$ cat src/rtl/mem_access_unit.sv
// Load/store sequencer between the control unit and memory_component.
// Optional build macro MAU_IO_STALL_EN adds io_ready back-pressure for I/O-word accesses.
module mem_access_unit #(
    parameter int              ADDR_W  = 16,
    parameter int              DATA_W  = 16,
    parameter logic [ADDR_W-1:0] IO_ADDR = 16'hFC00,
    parameter int              RD_LAT  = 1
) (
    input  logic              clk,
    input  logic              reset,
    input  logic              req,
    input  logic              req_we,
    input  logic [ADDR_W-1:0] req_addr,
    input  logic [DATA_W-1:0] req_wdata,
`ifdef MAU_IO_STALL_EN
    input  logic              io_ready,
`endif
    output logic              busy,
    output logic              done,
    output logic [DATA_W-1:0] rdata,
    output logic              io_hit,
    output logic [ADDR_W-1:0] mem_addr,
    output logic [DATA_W-1:0] mem_data,
    output logic              mem_we,
    input  logic [DATA_W-1:0] mem_q
);

    localparam logic [2:0] IDLE    = 3'd0;
    localparam logic [2:0] ISSUE   = 3'd1;
    localparam logic [2:0] WAIT    = 3'd2;
    localparam logic [2:0] CAPTURE = 3'd3;
    localparam logic [2:0] DONE    = 3'd4;

    localparam int              CNT_W    = $clog2(RD_LAT) + 1;
    localparam logic [CNT_W-1:0] CNT_LOAD = CNT_W'(RD_LAT - 1);
    localparam logic [CNT_W-1:0] CNT_ONE  = CNT_W'(1);
    localparam bit              HAS_WAIT = (RD_LAT > 1);

    logic [2:0]        state;
    logic [2:0]        state_nxt;
    logic [ADDR_W-1:0] addr_q;
    logic [DATA_W-1:0] wdata_q;
    logic              we_q;
    logic [CNT_W-1:0]  cnt;
    logic [DATA_W-1:0] rdata_q;
    logic              io_sel;
    logic              issue_go;

    assign io_sel = (addr_q == IO_ADDR);

    // An I/O access may be held in ISSUE until the I/O side is ready.
`ifdef MAU_IO_STALL_EN
    assign issue_go = !io_sel || io_ready;
`else
    assign issue_go = 1'b1;
`endif

    always_comb begin
        state_nxt = state;
        case (state)
            IDLE:    if (req) state_nxt = ISSUE;
            ISSUE: begin
                if (issue_go) begin
                    if (we_q)          state_nxt = DONE;
                    else if (HAS_WAIT) state_nxt = WAIT;
                    else               state_nxt = CAPTURE;
                end
            end
            WAIT:    if (cnt == CNT_ONE) state_nxt = CAPTURE;
            CAPTURE: state_nxt = DONE;
            DONE:    state_nxt = IDLE;
            default: state_nxt = IDLE;
        endcase
    end

    always_ff @(posedge clk) begin
        if (reset) begin
            state   <= IDLE;
            addr_q  <= '0;
            wdata_q <= '0;
            we_q    <= 1'b0;
            cnt     <= '0;
            rdata_q <= '0;
        end else begin
            state <= state_nxt;
            if (state == IDLE && req) begin
                addr_q  <= req_addr;
                wdata_q <= req_wdata;
                we_q    <= req_we;
            end
            // WAIT exits as the counter steps from 1 to 0.
            if (state == ISSUE && issue_go && !we_q)
                cnt <= CNT_LOAD;
            else if (state == WAIT)
                cnt <= cnt - CNT_ONE;
            if (state == CAPTURE)
                rdata_q <= mem_q;
        end
    end

    assign busy     = (state != IDLE);
    assign done     = (state == DONE);
    assign rdata    = rdata_q;
    assign io_hit   = busy && io_sel;
    assign mem_addr = addr_q;
    assign mem_data = wdata_q;
    assign mem_we   = (state == ISSUE) && we_q && issue_go;

endmodule

$ cat config.mk
export PLATFORM = sky130hd
export DESIGN_NAME = mem_access_unit
export DESIGN_NICKNAME = d
export VERILOG_FILES = /design/src/rtl/mem_access_unit.sv
export SDC_FILE = /design/constraint.sdc
export NUM_CORES = 1
export LEC_CHECK = 0
export CORE_MARGIN = 2
export CORE_UTILIZATION = 39
export DETAILED_ROUTE_END_ITERATION = 10
export GPL_TIMING_DRIVEN = 0
export PLACE_DENSITY = 0.88
export SLEW_MARGIN = 40
export SYNTH_ARGS = -nofsm -noshare
export SYNTH_HDL_FRONTEND = slang
export SYNTH_SLANG_ARGS = --single-unit
export TNS_END_PERCENT = 20
$ cat constraint.sdc
create_clock -name clk -period 1.7 [get_ports clk]
set_input_delay 0.255 -clock clk [delete_from_list [all_inputs] [get_ports clk]]
set_output_delay 0.255 -clock clk [all_outputs]
set_load 0.03 [all_outputs]
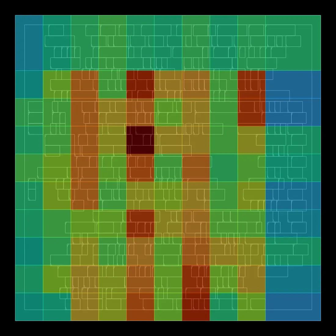
(run_1/congestion_map.png)
GRT busiest layer: met2
fin util: 63.7%
GRT Resource Usage Total: 18.7%

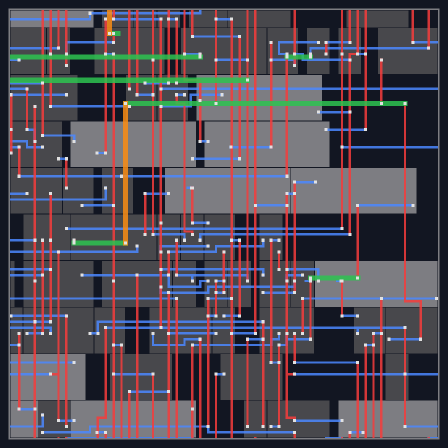
(run_1/closeup.png)
Window x 25 to 50, y 25 to 50 um. Cells in gray, sequential cells in the stronger gray; small squares are vias.
Key: M1 = blue; M4 = orange; M2 = red; M3 = green
Most frequent: nand2_1 (10), dfxtp_1 (8), a21oi_1 (7). 50 logic cells have their middle in the window. Sequential cells in the window: 9. Netlist names of flops here include mem_addr (6).

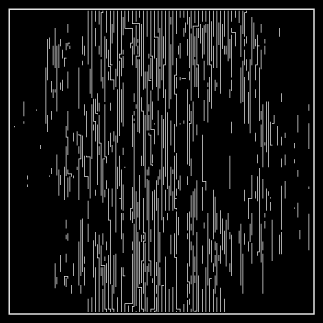
(run_1/m2.png)
Drawn at 4 px/um.
343 nets have wire on it. The layer holds 54% of the routed length. The wires run mostly vertical.

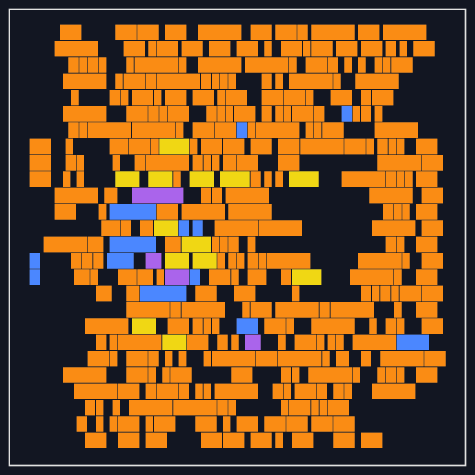
(run_1/sizing.png)
Drawn at 6 px/um.
Key: x1 and smaller = orange [cells 327, share 92%]; x3 and x4 = purple [cells 4, share 1.1%]; x6 and larger = yellow [cells 13, share 3.6%]; x2 = blue [cells 13, share 3.6%]

==> results.json, run 1 <==
{
  "yosysSeqAreaShare_pct": 52.8,
  "violations": "negative setup slack",
  "fp_util_pct": 39.9,
  "maxSlewHeadroom_pct": 66.5,
  "p_clk_uw": 674,
  "cts_resized": 22,
  "grt_util_met2_pct": 32.4,
  "drc_errors": 0,
  "ant_nets": 0,
  "worst_pin_slew_ns": 0.503,
  "wl_per_cell_um": 13.3,
  "logic_family": "simple AND/OR/NAND/NOR gates",
  "drtIter0Drc": 87,
  "cap_violations": 0,
  "hold_class": "primary input to flop",
  "skew_ns": 0.00567,
  "ys_chip_area_um2": 2010,
  "p_per_area_nw_per_um2": 891,
  "path_delay_family": "simple AND/OR/NAND/NOR gates",
  "synth_cells": 247,
  "clock_sinks": 53,
  "grt_pass1_vias": 1695,
  "p_leak_uw": 0.00114,
  "xor_share_pct": 0,
  "crit_chain": "buf_4 -> or3_4 -> nand2_1 -> nor3_2 -> buf_4",
  "power_frac_seq_pct": 48.7,
  "cts_buffers": 5,
  "setup_violations": 1,
  "startpoint_type": "flop",
  "clkTransAtPathRegs_ns": 0.09,
  "cts_root_buf": "clkbuf_8",
  "peakVddDrop_mv": 0.412,
  "power_switching_uw": 862,
  "synth_top_area_share_pct": 52.8,
  "cts_tree": "built",
  "power.share.clock_pct": 23.6,
  "grt_pass1_wl_mm": 8.27,
  "top_power_group": "sequential cells",
  "rsz0062_at_grt": "true",
  "postCtsHoldBufs": 0,
  "chipArea_um2": 5750,
  "ys_ff": 53,
  "cts.htree.levels": 2,
  "crit_required_ns": 1.44,
  "num_antenna_cells": 0,
  "row_count": 26,
  "largest_area_cell": "dfxtp_1",
  "combPwrFrac_pct": 27.7,
  "p_seq_uw": 1390,
  "final_cell_mix": "nand2_1, clkdlybuf4s50_1, a21oi_1",
  "overflow": 0,
  "drt_wl_total_mm": 5.69,
  "worstSetupPathType": "flop to output pin",
  "ys_sh_mux_pct": 0,
  "p_int_uw": 2000,
  "fin_crit_sh_pct": 100,
  "power_uw": 2860,
  "ys_cells": 247,
  "layout_min_cycle_time_ns": 1.70,
  "grtUsageMet1_pct": 24.0,
  "worst_slack_ns": -0.000122,
  "ys_warn_count": 0,
  "slew_violations": 0,
  "synthesis.area_um2": 2010,
  "synthTopCellsByArea": "dfxtp_1, nand2_1, a21oi_1",
  "status": "finished, violations left",
  "finalHoldViolations": 0,
  "place_congestion": 0.796,
  "synthToLayoutAreaGrowth_pct": 59.7,
  "cp.depth": 5,
  "synth.cellmix.compoundShare_pct": 13.7,
  "numPortBuffers": 102,
  "reg2reg_from": "state[2]",
  "clockBufferDepth": 2,
  "synth.avg_cell_area_um2": 8.14,
  "lay_top_count": "nand2_1",
  "adder_share_pct": 0,
  "dr.pass1.iters": 4,
  "rrSetupSlack_ns": 0.25,
  "cp_max_fo": 10,
  "crit_buf_inv": 2,
  "final_nets": 408
}
==> run 1: per-layer routing <==
layer,vias up,share of wire (%)
met1,958,41
met2,47,54
met5,-,0
met3,10,3.1
li1,1032,-
met4,0,1.3
==> run 1: stage by stage <==
stage               std cells  worst slack, ns   TNS [ns]  hold WS (ns)  area (um^2)
finish                    427        -0.000122  -0.000122         0.391         3210
CTS                       427         -0.00181   -0.00181         0.397         3210
global placement          419           -0.227      -2.59         0.441         3120
detailed placement        419           -0.256      -2.59         0.448         3120
floorplan                 247           0.0195          0         0.391         2020
global route              427          -0.0426    -0.0426         0.418         3210
==> run 1: worst max-delay path by stage <==
| stage | endpoint | startpoint | slack, ns |
|---|---|---|---|
| 2_1_floorplan | io_hit | state[1] | 0.02 |
| 3_3_place_gp | io_hit | state[1] | -0.23 |
| 3_5_place_dp | io_hit | state[1] | -0.26 |
| 4_1_cts | io_hit | state[1] | -0.002 |
| 5_1_grt | io_hit | state[1] | -0.04 |
| 6_report | io_hit | state[1] | -0.0001 |
==> run 1: Yosys cell counts <==
cell      instances
nor4b_1           3
nand2b_1          1
o21ai_0           1
a21oi_1          51
or3_1             1
nor2_1            2
nor4_1            2
nand2_1         100
nor4b_4           1
or4b_1            1
or3b_1            1
and3b_1           1
nand3b_1          2
buf_2             6
nand4_1           1
clkbuf_1          6
nor3_1            2
nor3b_1           1
nor2b_1           1
and4bb_2          1
buf_6             7
a211oi_1          2
dfxtp_1          53
==> run 1: final cells by class <==
| cell class | count | area [um^2] |
|---|---|---|
| plain buffers | 19 | 140 |
| clock buffers | 8 | 80.1 |
| well taps | 70 | 87.6 |
| repair buffers | 102 | 1000 |
| flip-flops and latches | 53 | 1060 |
| fillers | 436 | 1830 |
| multi-input cells | 175 | 835 |
==> run 2: changes to the inputs <==
GPL_TIMING_DRIVEN = unset   (was 0)
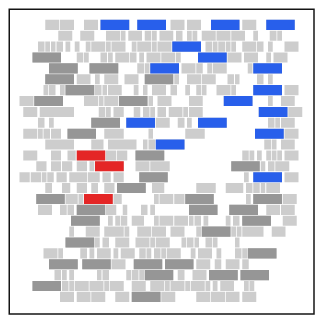
(run_2/ff_map.png)
Drawn at 4 px/um.
Key: rdata = blue [sequential cells 16]; state = red [sequential cells 3]
flop share of the area: 33.3%
Seq group: 1390 uW
sequential standard cell area: 1060 um^2
fin util: 63.3%

==> results.json, run 2 <==
{
  "ys_ff": 53,
  "worst_slack_ns": 0.0485,
  "status": "finished, final reports clean",
  "drc_errors": 0,
  "final.setup.tns_ns": 0,
  "synth_top_area_share_pct": 52.8,
  "design_area_um2": 3190,
  "grt_usage_pct": 19.0,
  "dp.cells": 412,
  "p_int_uw": 1980,
  "via_per_inst": 4.81,
  "grt_pass1_wl_mm": 8.34,
  "largest_area_cell": "dfxtp_1",
  "place_area_um2": 3100,
  "cts_buffers": 5,
  "numPortBuffers": 103,
  "maxSlewHeadroom_pct": 67.6,
  "layout_min_cycle_time_ns": 1.65,
  "drtIter0Drc": 80,
  "overflow": 0,
  "fp_util_pct": 39.9,
  "power_uw": 2840,
  "wl_per_cell_um": 13.3,
  "instances_no_fill": 420,
  "whs_ns": 0.417,
  "ys_chip_area_um2": 2010,
  "synth_nets": 299,
  "crit_chain": "clkdlybuf4s50_1",
  "ys_cells": 247,
  "synth_cells": 247,
  "final_cell_mix": "nand2_1, clkdlybuf4s50_1, dfxtp_1",
  "ant_nets": 0,
  "p_per_area_nw_per_um2": 890,
  "lay_top_count": "nand2_1",
  "logic_area_um2": 836,
  "fin_crit_sh_pct": 97.1,
  "power.share.clock_pct": 23.9,
  "slew_violations": 0,
  "cp_max_fo": 3,
  "grt_pass1_vias": 1818,
  "clkTransAtPathRegs_ns": 0.09,
  "fillers": 446,
  "cts_tree": "built",
  "synthArstFlopShare_pct": 0,
  "row_count": 26,
  "worstSetupPathType": "flop to output pin",
  "io_pins": 104,
  "ys_warn_count": 0,
  "final_nets": 401,
  "crit_buf_inv": 1,
  "cap_violations": 0,
  "combPwrFrac_pct": 27.4,
  "clockBufferDepth": 2,
  "num_antenna_cells": 0,
  "hold_class": "primary input to flop",
  "dr.pass1.iters": 4,
  "synth.avg_cell_area_um2": 8.14,
  "yosysMostFrequentCell": "nand2_1",
  "rsz0062_at_grt": "false",
  "skew_ns": 0.00663,
  "synthToLayoutAreaGrowth_pct": 58.6,
  "path_delay_family": "buffers and inverters",
  "setup_violations": 0,
  "drt_wl_total_mm": 5.57,
  "peakVddDrop_mv": 0.583,
  "synthTopCellsByArea": "dfxtp_1, nand2_1, a21oi_1",
  "chipArea_um2": 5750,
  "power_switching_uw": 855,
  "pre_cts_ws_ns": -0.0515,
  "place_congestion": 0.752,
  "crit_required_ns": 1.44,
  "edf_count": 0,
  "synthesis.area_um2": 2010,
  "cts.htree.levels": 2,
  "worst_pin_slew_ns": 0.486,
  "startpoint_type": "flop",
  "clock_sinks": 53,
  "yosysSeqAreaShare_pct": 52.8,
  "common_cells": "nand2_1, dfxtp_1, a21oi_1",
  "postCtsHoldBufs": 0,
  "cp.depth": 1,
  "p_leak_uw": 0.00114,
  "power_frac_seq_pct": 48.8,
  "finalHoldViolations": 0,
  "cts_root_buf": "clkbuf_8",
  "ff_type": "dfxtp_1"
}
[run 2: cell count changes in the layout (fill, tap and decap cells not counted), sizes merged]
cell	delta
clkbuf	-7
buf	-1
dlygate4sd2	+1
[run 2: what timing repair did]
action | 4_1_cts | 5_1_grt
endpoints found under the hold margin | 0 | 0
gates resized | 1 | 2
setup buffers | 0 | 0
setup endpoints to repair | 1 | 1
[run 2: path summary, 6_finish.rpt]
check                                 start          end  slack (ns)
worst max register to register     state[2]  mem_addr[1]        0.14
worst min register to register  mem_data[3]  mem_data[3]        0.46
worst min-delay path                  reset  mem_data[8]        0.42
worst max-delay path            mem_addr[7]  mem_addr[7]        0.05
[run 2: area by class of cell]
| cell class | count | share of cell area [%] |
|---|---|---|
| well taps | 70 | 2.75 |
| clock buffers | 8 | 2.51 |
| flip-flops and latches | 53 | 33.3 |
| multi-input cells | 175 | 26.2 |
| repair buffers | 114 | 35.3 |
[run 2: layer usage]
layer  GRT usage (%)  routed length (um)  up-vias
met5               0                   0        -
met1            21.6                2200      943
li1                -                   -     1015
met4            7.02                 111        0
met3            4.10                 195       12
met2            34.4                3060       51
[run 2: cell families after synthesis]
logic type / count (synthesis) / synth area share [%]
buffers and inverters: 19 / 6.53
DFF: 53 / 52.8
and+or+nand+nor: 121 / 27.0
AOI/OAI and AO/OA: 54 / 13.7
[run 2: power by group through the flow]
stage	registers, uW	logic, uW	clock network (uW)
2_1_floorplan	1560	289	0
3_3_place_gp	1410	770	0
3_5_place_dp	1410	782	0
4_1_cts	1380	781	701
5_1_grt	1400	835	760
6_report	1390	777	678
No activity file was given, so power comes from the tool's default toggle rates.
